<file path="src/rtl/line_clear_engine.sv">
// Full-row detection and downward compaction of the placed board, one row per clock.
// Optional LINE_CLEAR_SCORE_EN adds a saturating 20-bit score accumulator.
module line_clear_engine #(
   parameter int COLS   = 10,
   parameter int ROWS   = 20,
   parameter int CELL_W = 3,
   parameter int CNT_W  = 5
) (
   input  logic                        clk,
   input  logic                        rst_n,
   input  logic                        start,
   input  logic [ROWS*COLS*CELL_W-1:0] board_in,
   output logic                        busy,
   output logic                        done,
   output logic [ROWS*COLS*CELL_W-1:0] board_out,
   output logic [CNT_W-1:0]            lines_cleared,
`ifdef LINE_CLEAR_SCORE_EN
   output logic [19:0]                 score,
`endif
   output logic [ROWS-1:0]             full_rows
);

   localparam int ROW_W = COLS * CELL_W;
   localparam int BW    = ROWS * ROW_W;
   localparam int IDX_W = $clog2(ROWS + 1);
   localparam logic [IDX_W-1:0] LAST_ROW = IDX_W'(ROWS - 1);
   localparam logic [IDX_W-1:0] NUM_ROWS = IDX_W'(ROWS);

   typedef enum logic [1:0] {IDLE, SCAN, FILL, DONE} state_t;

   state_t               state_q, state_d;
   logic [ROW_W-1:0]     row_buf [ROWS];
   logic [IDX_W-1:0]     rd_q, wr_q, wr_nxt;
   logic [CNT_W-1:0]     count_q, lines_q;
   logic [BW-1:0]        board_q, buf_flat;
   logic                 row_full;

   always_comb begin
      row_full = 1'b1;
      for (int unsigned c = 0; c < COLS; c++) begin
         if (row_buf[rd_q][c*CELL_W +: CELL_W] == '0) row_full = 1'b0;
      end
   end

   assign wr_nxt = row_full ? wr_q : wr_q + 1'b1;

   always_comb begin
      buf_flat = '0;
      for (int unsigned r = 0; r < ROWS; r++) buf_flat[r*ROW_W +: ROW_W] = row_buf[r];
   end

   always_ff @(posedge clk or negedge rst_n) begin
      if (!rst_n) state_q <= IDLE;
      else        state_q <= state_d;
   end

   always_comb begin
      state_d = state_q;
      case (state_q)
         IDLE: if (start) state_d = SCAN;
         SCAN: if (rd_q == LAST_ROW) state_d = (wr_nxt < NUM_ROWS) ? FILL : DONE;
         FILL: if (wr_q == LAST_ROW) state_d = DONE;
         DONE: state_d = IDLE;
         default: state_d = IDLE;
      endcase
   end

`ifdef LINE_CLEAR_SCORE_EN
   logic [19:0] award;
   logic [20:0] score_sum;

   always_comb begin
      case (count_q)
         CNT_W'(0): award = 20'd0;
         CNT_W'(1): award = 20'd40;
         CNT_W'(2): award = 20'd100;
         CNT_W'(3): award = 20'd300;
         default:   award = 20'd1200;
      endcase
      score_sum = {1'b0, score} + {1'b0, award};
   end

   always_ff @(posedge clk or negedge rst_n) begin
      if (!rst_n)              score <= '0;
      else if (state_q == DONE) score <= score_sum[20] ? '1 : score_sum[19:0];
   end
`endif

   always_ff @(posedge clk or negedge rst_n) begin
      if (!rst_n) begin
         for (int unsigned r = 0; r < ROWS; r++) row_buf[r] <= '0;
         rd_q      <= '0;
         wr_q      <= '0;
         count_q   <= '0;
         lines_q   <= '0;
         board_q   <= '0;
         full_rows <= '0;
      end else begin
         case (state_q)
            IDLE: if (start) begin
               for (int unsigned r = 0; r < ROWS; r++) row_buf[r] <= board_in[r*ROW_W +: ROW_W];
               rd_q      <= '0;
               wr_q      <= '0;
               count_q   <= '0;
               full_rows <= '0;
            end
            SCAN: begin
               // in-place copy is safe: wr never passes rd
               if (row_full) begin
                  full_rows[rd_q] <= 1'b1;
                  count_q         <= count_q + 1'b1;
               end else begin
                  row_buf[wr_q] <= row_buf[rd_q];
               end
               wr_q <= wr_nxt;
               if (rd_q != LAST_ROW) rd_q <= rd_q + 1'b1;
            end
            FILL: begin
               row_buf[wr_q] <= '0;
               wr_q          <= wr_q + 1'b1;
            end
            DONE: begin
               board_q <= buf_flat;
               lines_q <= count_q;
            end
            default: ;
         endcase
      end
   end

   // results come straight from the buffer during DONE, then from the held copy
   assign busy          = (state_q != IDLE);
   assign done          = (state_q == DONE);
   assign board_out     = done ? buf_flat : board_q;
   assign lines_cleared = done ? count_q  : lines_q;

endmodule

</file>
<file path="config.mk">
export PLATFORM = sky130hd
export DESIGN_NAME = line_clear_engine
export DESIGN_NICKNAME = d
export VERILOG_FILES = /design/src/rtl/line_clear_engine.sv
export SDC_FILE = /design/constraint.sdc
export NUM_CORES = 2
export LEC_CHECK = 0
export ABC_AREA = 1
export CORE_AREA = 2 2 474 476
export CTS_CLUSTER_SIZE = 10
export DETAILED_ROUTE_END_ITERATION = 8
export DIE_AREA = 0 0 476 478
export PLACE_DENSITY = 0.54
export SLEW_MARGIN = 10
export SYNTH_ARGS = -nofsm -noshare
export SYNTH_HDL_FRONTEND = slang
export SYNTH_SLANG_ARGS = --single-unit
</file>
<file path="constraint.sdc">
create_clock -name clk -period 2.84 [get_ports clk]
set_input_delay 0.568 -clock clk [delete_from_list [all_inputs] [get_ports clk]]
set_output_delay 0.568 -clock clk [all_outputs]
set_load 0.05 [all_outputs]
</file>
### Wire density map

The bar under the picture is 100 um long. The die is cut into 24 by 24 equal tiles; black is low, pale yellow is high, scaled to the fullest tile. Values are wire area over tile area, all layers added.
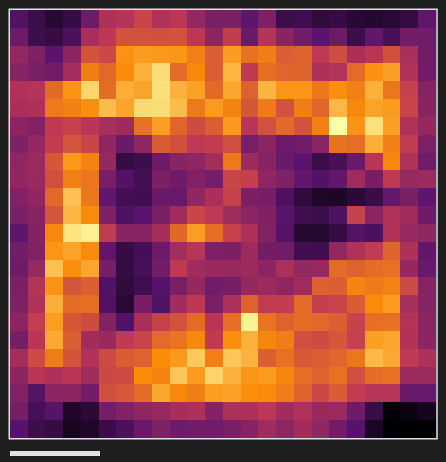
fullest tile: 0.64
nearly empty tiles: 0.70%
tiles over half the peak: 45%
mean over tiles: 0.31

### Metal 1

The bar under the picture is 100 um long.
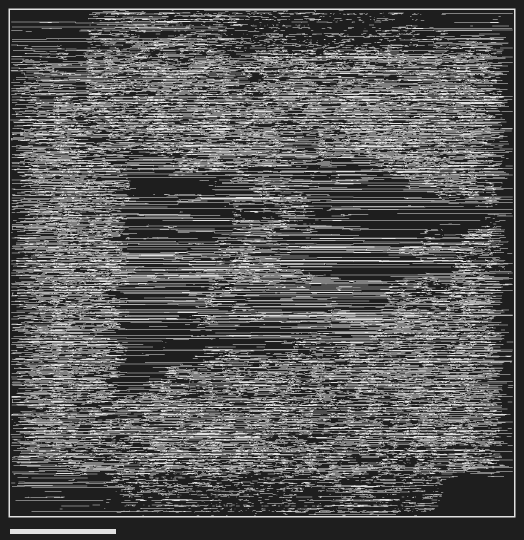
main direction: horizontal
nets with wire on the layer: 9512
longest straight run: 215 um

==> results.tsv <==
stage	metric	value	unit
grt	global-route met1 utilization	44.7	%
clocking	CTS H-Tree Depth	4	
yosys	sequential fraction of the synthesis area	47.9	%
timing	Final Hold Fails	0	
clocking	hold bufs inserted after CTS	1	
drt	routed len/inst	31.4	um
timing	final tally of setup violations	1237	
run	number of maximum-capacitance constraint violations	0	
clocking	Num CTS Buffers	155	
yosys	flip-flop and latch count after synthesis	1242	
yosys	cell type with the highest aggregate area in the netlist	dfrtp_1	
yosys	top-area cell type share of the netlist area	47.9	%
worst_setup_path	cell repeated most along the worst path	buf_16	
worst_setup_path	Worst path top cell family by delay	simple AND/OR/NAND/NOR gates	
yosys	Yosys chip area	64900	um^2
yosys	Post-Synthesis Net Count	9104	
worst_setup_path	endpoint kind of the worst setup timing path	flip-flop	
drt	TritonRoute pass-1 iters	8	
worst_setup_path	worst path required time	3.53	ns
worst_setup_path	worst flop-to-flop path startpoint	rd_q[0]	
worst_setup_path	reg2reg path depth	18	
clocking	buffers inserted by post-CTS timing repair	2	
placement	instance area at placement	91700	um^2
drt	highest metal layer with signal wires	met5	
grt	vias in the first global route	66521	
die	number of ports placed on the die boundary	1230	
outcome	result of the run	complete, but fails checks	
grt	met2 track demand over resource	49.2	%
final_layout	share of the core filled with cells in the final layout	44.9	%
worst_setup_path	list of cells traversed by the critical path	buf_12 -> buf_16 -> buf_16 -> o211ai_1 -> nand2_1 -> nand2_2 -> nand2_1 -> nor2_2 -> nand3_1 -> nand3_2 -> nor2_4 -> nand3_4 -> nand2_8 -> buf_16 -> clkbuf_16 -> buf_16 -> nand2_1 -> o21ai_1	
outcome	violated checks	setup timing	
die	Core ar.	223000	um^2
timing	Worst Setup Slack, final	-0.624	ns
timing	total count of max-transition violations in the final report	0	
die	overall die height	478	um
placement	post-detail-place hpwl	298000	um
worst_setup_path	crit path capture	buf_flat[485]	
timing	transition time at the pin with the least slew margin	0.832	ns
timing	Max transition margin	44.5	%
worst_setup_path	biggest fanout along the worst timing path	23	
worst_setup_path	critical path depth in cells	18	
clocking	insertion delay of the later-clocked pin in the worst-skew pair	0.83	ns
worst_hold_path	Hold/Removal Path Class	in -> async	
clocking	count of clock tree sinks	1242	
drt	remaining antenna violation count	0	
clocking	Max Buffers Root-to-Sink	3	
yosys	number of cell instances after yosys synthesis	8486	
### Local utilization

The bar under the picture is 100 um long. The die is cut into 24 by 24 equal tiles; black is low, pale yellow is high, 0 to 100% covered.
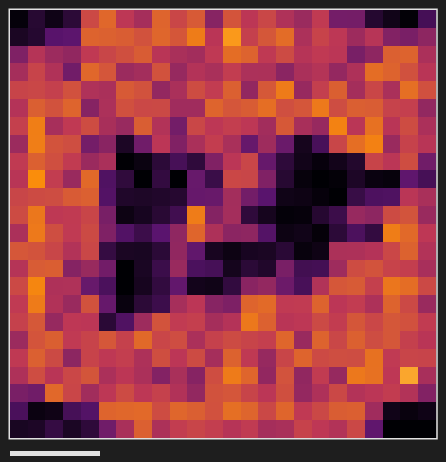
tiles over 75% full: 0.50%
mean over tiles: 42%
nearly empty tiles: 3.5%
emptiest ninth of the die: center
fullest tile: 81%

## cell usage after synthesis, types with 6 or more instances
| cell type | n |
|---|---|
| buf_6 | 53 |
| nand3_1 | 1359 |
| a31oi_1 | 30 |
| ha_1 | 15 |
| buf_2 | 112 |
| buf_1 | 79 |
| inv_2 | 6 |
| inv_1 | 513 |
| a21oi_1 | 535 |
| nand2_1 | 1943 |
| dfrtp_1 | 1242 |
| buf_4 | 23 |
| nor2_1 | 554 |
| o21ai_0 | 713 |
| mux2_2 | 157 |
| o211ai_1 | 107 |
| o21ai_2 | 6 |
| o21ai_1 | 522 |
| clkbuf_1 | 479 |
## cells in the final DEF, fill, tap and decap left out, types with 4 or more instances in the layout
cell / Yosys / final
clkbuf_1: 479 / 40
a21oi_1: 535 / 82
buf_8: 4 / 5
clkinv_2: 0 / 4
mux2_2: 157 / 152
inv_1: 513 / 484
nand4_1: 4 / 4
a21oi_4: 0 / 4
o21ai_1: 522 / 487
inv_2: 6 / 31
o21ai_0: 713 / 685
clkbuf_8: 0 / 31
o211ai_1: 107 / 107
nand2_1: 1943 / 1808
nand3_2: 1 / 35
nor3_4: 5 / 5
clkbuf_16: 0 / 214
diode_2: 0 / 27
a31oi_1: 30 / 30
ha_1: 15 / 13
buf_16: 0 / 48
clkdlybuf4s50_1: 0 / 621
o21ai_2: 6 / 66
nor2_4: 2 / 14
dfrtp_1: 1242 / 1238
nand2_2: 1 / 97
mux2_4: 0 / 5
buf_6: 53 / 33
nor2_2: 1 / 26
nor2_1: 554 / 517
buf_12: 2 / 622
buf_4: 23 / 724
a21oi_2: 0 / 449
inv_6: 0 / 4
nand2_4: 1 / 37
nand3_4: 0 / 4
nand3_1: 1359 / 1321
## final cells by class
cell class              count  area, um^2  share of cell area [%]
diodes                     27        67.6                  0.0674
clock buffers             232        4610                    4.60
clock inverters            13         125                   0.125
repair buffers           2110       27300                    27.2
repair inverters            1        8.76                 0.00874
inverters                 522        2010                    2.01
well taps                2992        3740                    3.74
multi-input cells        5970       31300                    31.2
flip-flops and latches   1242       31100                    31.0
## flip-flops by register name (all words and copies together) (netlist names)
register	flops
rd_q	5
wr_q	5
board_q	600
full_rows	20
state_q	2
lines_q	5
count_q	5
buf_flat	600
## per-stage QoR
stage / setup WS (ns) / setup TNS, ns / cells / hold slack [ns]
floorplan: -0.161 / -0.301 / 8486 / 0.272
global placement: -0.905 / -494.80 / 12730 / 0.483
detailed placement: -0.941 / -520.15 / 12730 / 0.487
CTS: -0.559 / -518.90 / 12990 / 0.315
global route: -0.627 / -590.71 / 13101 / 0.338
finish: -0.624 / -542.01 / 13109 / 0.354
## kinds of logic after synthesis
logic type,Yosys count,synth area share (%)
buffers and inverters,1274,8.46
flip-flops,1242,47.9
multiplexers,157,2.73
adder cells (fa/ha/maj),15,0.289
AND/OR/NAND/NOR,3874,25.2
XOR/XNOR,4,0.0540
AND-OR/OR-AND,1920,15.3
